Fig. 1: run 1, met1 routing
Supply wires on this layer in gray.
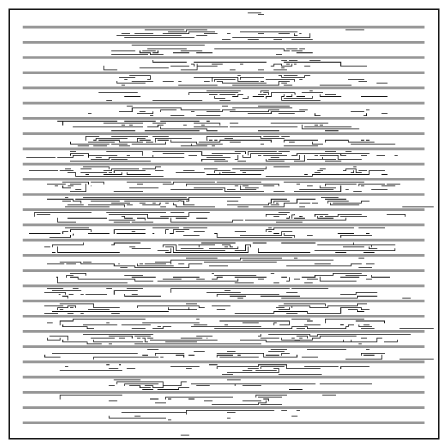
Fig. 2: run 1, M2 wires
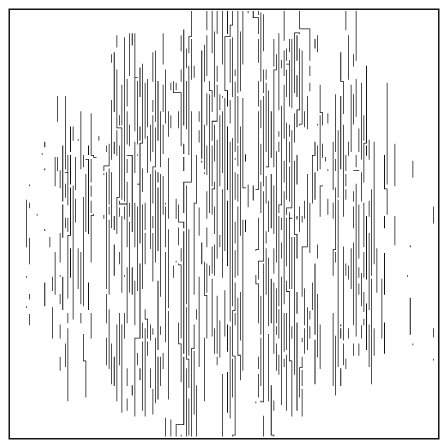
Fig. 3: run 1, M3 wires
The bar under the picture is 20 um long. Cells faint in the background.
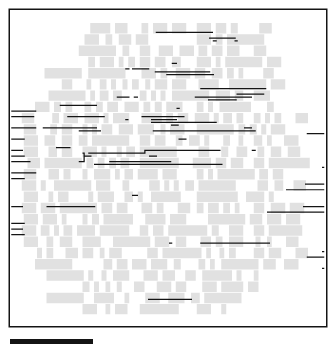
File: src/rtl/micro_alpha_veryl_machine_data_pkg.sv
// MICRO-1 machine data types shared across the datapath.
package micro_alpha_veryl_machine_data_pkg;
  typedef logic [15:0] micro1_machine_word_t;
endpackage

File: src/rtl/micro_alpha_veryl_shifter_pkg.sv
// Shift-stage types: operating modes and shift count.
package micro_alpha_veryl_shifter_pkg;
  typedef enum logic [2:0] {
    NONE = 3'd0,
    SLL  = 3'd1,
    SRL  = 3'd2,
    SRA  = 3'd3,
    ROL  = 3'd4,
    ROR  = 3'd5,
    RLC  = 3'd6,
    RRC  = 3'd7
  } shift_mode_t;

  typedef logic [3:0] shift_amount_t;
endpackage

File: src/rtl/micro_alpha_veryl_shift_step.sv
// One-position shift/rotate step: (mode, d, c) -> (d_next, c_next), purely combinational.
module micro_alpha_veryl_shift_step
  import micro_alpha_veryl_machine_data_pkg::*;
  import micro_alpha_veryl_shifter_pkg::*;
(
  input  shift_mode_t          mode,
  input  micro1_machine_word_t d,
  input  logic                 c,
  output micro1_machine_word_t d_next,
  output logic                 c_next
);

  always_comb begin
    d_next = d;
    c_next = c;
    case (mode)
      SLL: begin c_next = d[15]; d_next = {d[14:0], 1'b0};  end
      SRL: begin c_next = d[0];  d_next = {1'b0, d[15:1]};  end
      SRA: begin c_next = d[0];  d_next = {d[15], d[15:1]}; end
      ROL: begin c_next = d[15]; d_next = {d[14:0], d[15]}; end
      ROR: begin c_next = d[0];  d_next = {d[0], d[15:1]};  end
      // RLC/RRC treat {c, d} as one 17-bit ring
      RLC: begin c_next = d[15]; d_next = {d[14:0], c};     end
      RRC: begin c_next = d[0];  d_next = {c, d[15:1]};     end
      default: begin d_next = d; c_next = c; end
    endcase
  end

endmodule

File: src/rtl/micro_alpha_veryl_shifter.sv
// Post-ALU shift stage with valid/ready on both sides; bit-serial by default,
// single-cycle barrel when MICRO_ALPHA_VERYL_SHIFTER_FAST_EN is defined.
//
// state | meaning
// IDLE  | no operation held, ready for input
// SHIFT | stepping one position per cycle (serial build only)
// DONE  | result presented, waiting for i_ready
module micro_alpha_veryl_shifter
  import micro_alpha_veryl_machine_data_pkg::*;
  import micro_alpha_veryl_shifter_pkg::*;
(
  input  logic                 clk,
  input  logic                 rst,
  input  logic                 i_valid,
  output logic                 o_ready,
  input  micro1_machine_word_t i_data,
  input  logic                 i_cin,
  input  shift_mode_t          i_mode,
  input  shift_amount_t        i_amount,
  output logic                 o_valid,
  input  logic                 i_ready,
  output micro1_machine_word_t o_data,
  output logic                 o_carry,
  output logic                 o_zero,
  output logic                 o_sign
);

  localparam logic [1:0] ST_IDLE  = 2'd0;
`ifndef MICRO_ALPHA_VERYL_SHIFTER_FAST_EN
  localparam logic [1:0] ST_SHIFT = 2'd1;
`endif
  localparam logic [1:0] ST_DONE  = 2'd2;

  logic [1:0]           state;
  logic                 accept;
  micro1_machine_word_t ld_data;
  logic                 ld_carry;
  logic [1:0]           ld_state;

  assign o_ready = (state == ST_IDLE) || ((state == ST_DONE) && i_ready);
  assign accept  = i_valid && o_ready;
  assign o_valid = (state == ST_DONE);

`ifdef MICRO_ALPHA_VERYL_SHIFTER_FAST_EN
  // Unrolled chain of steps; stage i is applied only when i < amount
  micro1_machine_word_t bar_d [16];
  logic                 bar_c [16];

  assign bar_d[0] = i_data;
  assign bar_c[0] = i_cin;

  for (genvar i = 0; i < 15; i++) begin : g_stage
    micro1_machine_word_t sd;
    logic                 sc;

    micro_alpha_veryl_shift_step u_step (
      .mode   (i_mode),
      .d      (bar_d[i]),
      .c      (bar_c[i]),
      .d_next (sd),
      .c_next (sc)
    );

    assign bar_d[i+1] = (i_amount > shift_amount_t'(i)) ? sd : bar_d[i];
    assign bar_c[i+1] = (i_amount > shift_amount_t'(i)) ? sc : bar_c[i];
  end

  assign ld_data  = bar_d[15];
  assign ld_carry = bar_c[15];
  assign ld_state = ST_DONE;
`else
  shift_mode_t          mode_q;
  shift_amount_t        cnt_q;
  micro1_machine_word_t step_d;
  logic                 step_c;

  micro_alpha_veryl_shift_step u_step (
    .mode   (mode_q),
    .d      (o_data),
    .c      (o_carry),
    .d_next (step_d),
    .c_next (step_c)
  );

  assign ld_data  = i_data;
  assign ld_carry = i_cin;
  assign ld_state = ((i_mode == NONE) || (i_amount == '0)) ? ST_DONE : ST_SHIFT;

  always_ff @(posedge clk or posedge rst) begin
    if (rst) begin
      mode_q <= NONE;
      cnt_q  <= '0;
    end else if (accept) begin
      mode_q <= i_mode;
      cnt_q  <= i_amount;
    end else if (state == ST_SHIFT) begin
      cnt_q <= cnt_q - 4'd1;
    end
  end
`endif

  always_ff @(posedge clk or posedge rst) begin
    if (rst) begin
      state   <= ST_IDLE;
      o_data  <= '0;
      o_carry <= 1'b0;
      o_zero  <= 1'b1;
      o_sign  <= 1'b0;
    end else if (accept) begin
      state   <= ld_state;
      o_data  <= ld_data;
      o_carry <= ld_carry;
      o_zero  <= (ld_data == '0);
      o_sign  <= ld_data[15];
    end else if ((state == ST_DONE) && i_ready) begin
      state <= ST_IDLE;
    end
`ifndef MICRO_ALPHA_VERYL_SHIFTER_FAST_EN
    else if (state == ST_SHIFT) begin
      o_data  <= step_d;
      o_carry <= step_c;
      o_zero  <= (step_d == '0);
      o_sign  <= step_d[15];
      // terminal count: this step is the last position
      if (cnt_q == 4'd1) state <= ST_DONE;
    end
`endif
  end

endmodule

File: config.mk
export PLATFORM = sky130hd
export DESIGN_NAME = micro_alpha_veryl_shifter
export DESIGN_NICKNAME = d
export VERILOG_FILES = /design/src/rtl/micro_alpha_veryl_machine_data_pkg.sv /design/src/rtl/micro_alpha_veryl_shifter_pkg.sv /design/src/rtl/micro_alpha_veryl_shift_step.sv /design/src/rtl/micro_alpha_veryl_shifter.sv
export SDC_FILE = /design/constraint.sdc
export NUM_CORES = 1
export LEC_CHECK = 0
export CELL_PAD_IN_SITES_DETAIL_PLACEMENT = 1
export CELL_PAD_IN_SITES_GLOBAL_PLACEMENT = 1
export CORE_MARGIN = 2
export CORE_UTILIZATION = 38
export CTS_BUF_LIST = sky130_fd_sc_hd__clkbuf_8
export DETAILED_ROUTE_END_ITERATION = 10
export HOLD_SLACK_MARGIN = 0.03
export PLACE_DENSITY = 0.93
export SLEW_MARGIN = 20
export SYNTH_ARGS = -nofsm -noshare
export SYNTH_HDL_FRONTEND = slang
export SYNTH_SLANG_ARGS = --single-unit
File: constraint.sdc
create_clock -name clk -period 1.7 [get_ports clk]
set_input_delay 0.34 -clock clk [delete_from_list [all_inputs] [get_ports clk]]
set_output_delay 0.34 -clock clk [all_outputs]
set_load 0.02 [all_outputs]
==> results.json, run 1 <==
{
  "timing.fmax_mhz": 570.6,
  "gp_congestion": 0.8330,
  "layout_top_cell": "nand2_1",
  "arrival_ns": 1.98,
  "wl_met1_um": 3069,
  "dr.pass1.iters": 4,
  "final_area_um2": 2885,
  "wl_per_cell_um": 20.12,
  "cts-root-buf": "clkbuf_8",
  "grt.busiest_layer": "met2",
  "dr.max_layer_used": "met4",
  "status": "finished, violations left",
  "pre_cts_slack_ns": -0.2191,
  "timing.final.ws_setup_ns": -0.05265,
  "crit_fanout": 7,
  "grt_max_degree": 28,
  "met2_length_um": 3856,
  "grt_pass1_vias": 2188,
  "final_cell_mix": "nand2_1, clkdlybuf4s50_1, dfrtp_1",
  "violations": "negative setup slack",
  "fin_nets": 336,
  "finalSetupViolations": 1,
  "wl_met3_um": 411,
  "p_leak_uw": 0.001263,
  "antenna_cells": 0,
  "crit_path_end_kind": "register",
  "cap_violations": 0,
  "viasPerCell": 5.901,
  "synth_nets": 270,
  "ys_cells": 240,
  "postSynthAreaPerCell_um2": 8.320,
  "synthesis.area_um2": 1997,
  "dp_cells": 357,
  "dp_hpwl_um": 4514,
  "grt_pass1_wl_um": 11520,
  "postPlaceCellArea_um2": 2629,
  "log.warning_count": 28,
  "cts.htree.levels": 1,
  "min_period_over_period": 1.031
}
Back to the opening pictures, Fig. 1:
The wires run mostly horizontal. The layer holds 41% of the routed length. 293 nets have wire on it. The layer carries 3070 um of wire.

Back to the opening pictures, Fig. 2:
The longest straight run is 32.0 um. The layer carries 3860 um of wire.
met2 GRT Util: 0.4310
final wirelength: 7546 um
Via Count: 2213

Back to the opening pictures, Fig. 3:
The longest straight run is 30.8 um. The wires run mostly horizontal. 49 nets have wire on it.
met3 global-route usage: 0.02014

[run 1: registers in the layout, summed over array words and instances, names as in the netlist]
signal   flops
state        2
o_carry      1
mode_q       3
o_data      16
o_zero       1
cnt_q        4
[run 1: critical path, cell delays in order (launching register included)]
cell and delay [ns]:
dfrtp_2 0.45, buf_12 0.15, buf_8 0.13, buf_6 0.12
mux2i_1 0.20, o21ai_1 0.13, nand2_1 0.12, nand4_1 0.13
nor2_1 0.15, a21o_1 0.13
[run 1: cells by family (layout without fill, tap and decap cells)]
kind of cell	count (synthesis)	in the layout	synth area share
adders and majority gates	2	2	0.01253
buffers and inverters	23	88	0.06829
DFF	27	27	0.3390
xor gates and xnor gates	3	3	0.01316
AOI/OAI and AO/OA	80	80	0.2544
and+or+nand+nor	81	81	0.1905
muxes	24	24	0.1222
[run 1: cell type report]
| cell class | instances | area [um2] |
|---|---|---|
| inverters | 4 | 15.01 |
| clock inverters | 1 | 3.754 |
| repair buffers | 80 | 793.3 |
| fillers | 622 | 2190 |
| multi-input cells | 190 | 1264 |
| well taps | 70 | 87.58 |
| clock buffers | 3 | 41.29 |
| flip-flops and latches | 27 | 680.7 |
[run 1: where the power goes]
part	switching [uW]	internal, uW	leakage, uW	total [uW]
clock	229	163	0.0000269	392
combinational	2360	1990	0.000917	4340
sequential	550	963	0.000320	1510
[run 1: final timing paths]
kind | start | end | slack [ns] | depth (start not counted)
hold reg to reg | cnt_q[1] | cnt_q[1] | 0.58 | 1
max in group asynchronous | rst | o_zero | 0.96 | 3
hold / removal | rst | o_data[3] | 0.42 | 3
setup / recovery | mode_q[0] | o_zero | -0.05 | 9
min in group clk | cnt_q[1] | cnt_q[1] | 0.58 | 1
setup reg to reg | mode_q[0] | o_zero | -0.05 | 9
Fig. 4: run 1, the clock network
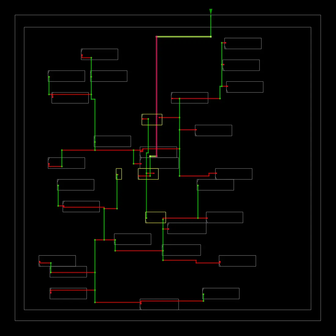

==> inputs of run 2 (changes only) <==
--- a/config.mk
+++ b/config.mk
@@ -5,14 +5,16 @@
 export SDC_FILE = /design/constraint.sdc
 export NUM_CORES = 1
 export LEC_CHECK = 0
+export ABC_AREA = 1
 export CELL_PAD_IN_SITES_DETAIL_PLACEMENT = 1
 export CELL_PAD_IN_SITES_GLOBAL_PLACEMENT = 1
 export CORE_MARGIN = 2
-export CORE_UTILIZATION = 38
+export CORE_UTILIZATION = 35
 export CTS_BUF_LIST = sky130_fd_sc_hd__clkbuf_8
+export CTS_CLUSTER_DIAMETER = 50
 export DETAILED_ROUTE_END_ITERATION = 10
 export HOLD_SLACK_MARGIN = 0.03
-export PLACE_DENSITY = 0.93
+export PLACE_DENSITY = 0.92
 export SLEW_MARGIN = 20
 export SYNTH_ARGS = -nofsm -noshare
 export SYNTH_HDL_FRONTEND = slang
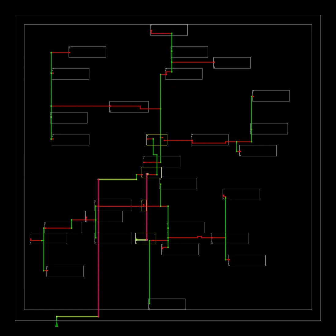
Fig. 5. The clock network (run 2).
CLK BUF: 3
Clock Skew: 0.003136 ns
CTS Buf Count: 3
Worst-Skew Late Latency: 0.27 ns

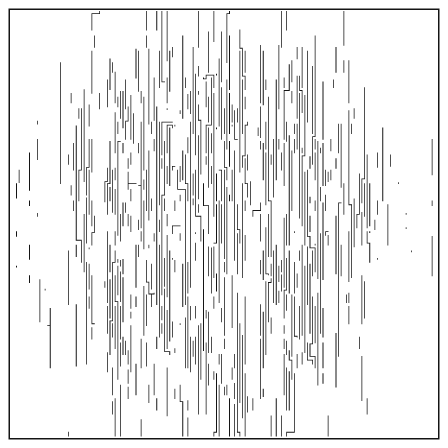
Fig. 6. M2 wires (run 2).
The wires run mostly vertical. The layer holds 48% of the routed length. The layer carries 3030 um of wire. The longest straight run is 35.0 um. 310 nets have wire on it.
met2 GRT Util: 0.3975
Via Count: 2070
final wirelength: 6318 um

==> results.json, run 2 <==
{
  "status": "finished clean",
  "cap_violations": 0,
  "comb_cells": 188,
  "ff_count": 27,
  "largest-register": "o_data",
  "timing.fmax_mhz": 594.5,
  "dr.max_layer_used": "met4",
  "dr.pass1.iters": 4,
  "wl_met1_um": 2941,
  "path_buffers": 1,
  "cts.htree.levels": 1,
  "cts-root-buf": "clkbuf_8",
  "crit_path_end_kind": "register",
  "comb_area_um2": 964.7,
  "crit_fanout": 24,
  "buffer_area_frac": 0.2604,
  "wl_met3_um": 265,
  "seqCellArea_um2": 676.9,
  "grt_max_degree": 28,
  "viasPerCell": 5.349,
  "timing.final.ws_setup_ns": 0.01795,
  "synth_nets": 285,
  "arrival_ns": 1.90,
  "comb_share": 0.3789,
  "fin_nets": 348,
  "log.warning_count": 28,
  "postPlaceCellArea_um2": 2465,
  "gp_congestion": 0.8450,
  "clk_share": 0.01769,
  "path_delay_family": "simple AND/OR/NAND/NOR gates"
}
-- run 2: cell count changes after synthesis, moves of 9 or more --
cell	change
nand2_1	+40
mux2i_1	-21
o21ai_0	-9
o21ai_1	-11
nand3_1	+29
o221ai_1	+9
a22oi_1	-14
inv_1	+22
-- run 2: power by group through the flow --
stage | logic [uW] | registers [uW] | clock network (uW)
floorplan | 2050 | 1470 | 0
global placement | 3480 | 1310 | 0
detailed placement | 3670 | 1330 | 0
CTS | 3640 | 1320 | 381
global route | 4120 | 1360 | 409
finish | 3730 | 1320 | 368
-- run 2: cells by family (layout without fill, tap and decap cells) --
logic type / Yosys count / in the layout / synth area share
AND-OR/OR-AND: 47 / 47 / 0.1734
adder cells (fa/ha/maj): 2 / 2 / 0.01387
buffers and inverters: 40 / 102 / 0.09916
flip-flops: 27 / 27 / 0.3752
AND/OR/NAND/NOR: 139 / 139 / 0.3384
-- run 2: final timing paths --
kind | from | endpoint | slack (ns) | cells after the start
setup / recovery | mode_q[0] | o_zero | 0.02 | 9
hold / removal | rst | mode_q[2] | 0.43 | 3
setup reg to reg | mode_q[0] | o_zero | 0.02 | 9
hold reg to reg | o_data[11] | o_data[11] | 0.57 | 2
max in group asynchronous | rst | o_zero | 0.95 | 3
min in group clk | o_data[11] | o_data[11] | 0.57 | 2
-- run 2: metal layers --
| metal | global-route usage | vias to the layer above |
|---|---|---|
| met5 | 0 | - |
| met4 | 0.07602 | 0 |
| met3 | 0.01852 | 10 |
| met2 | 0.3975 | 64 |
| met1 | 0.3320 | 1013 |
| li1 | - | 983 |
-- run 2: what timing repair did --
item                                    in CTS  in global routing
buffers inserted                             0                  1
endpoints found under the setup margin       8                 25
pin swaps                                    0                  2
gates resized                                8                 16
hold endpoints to repair                     0                  0
No activity file was given, so power comes from the tool's default toggle rates.
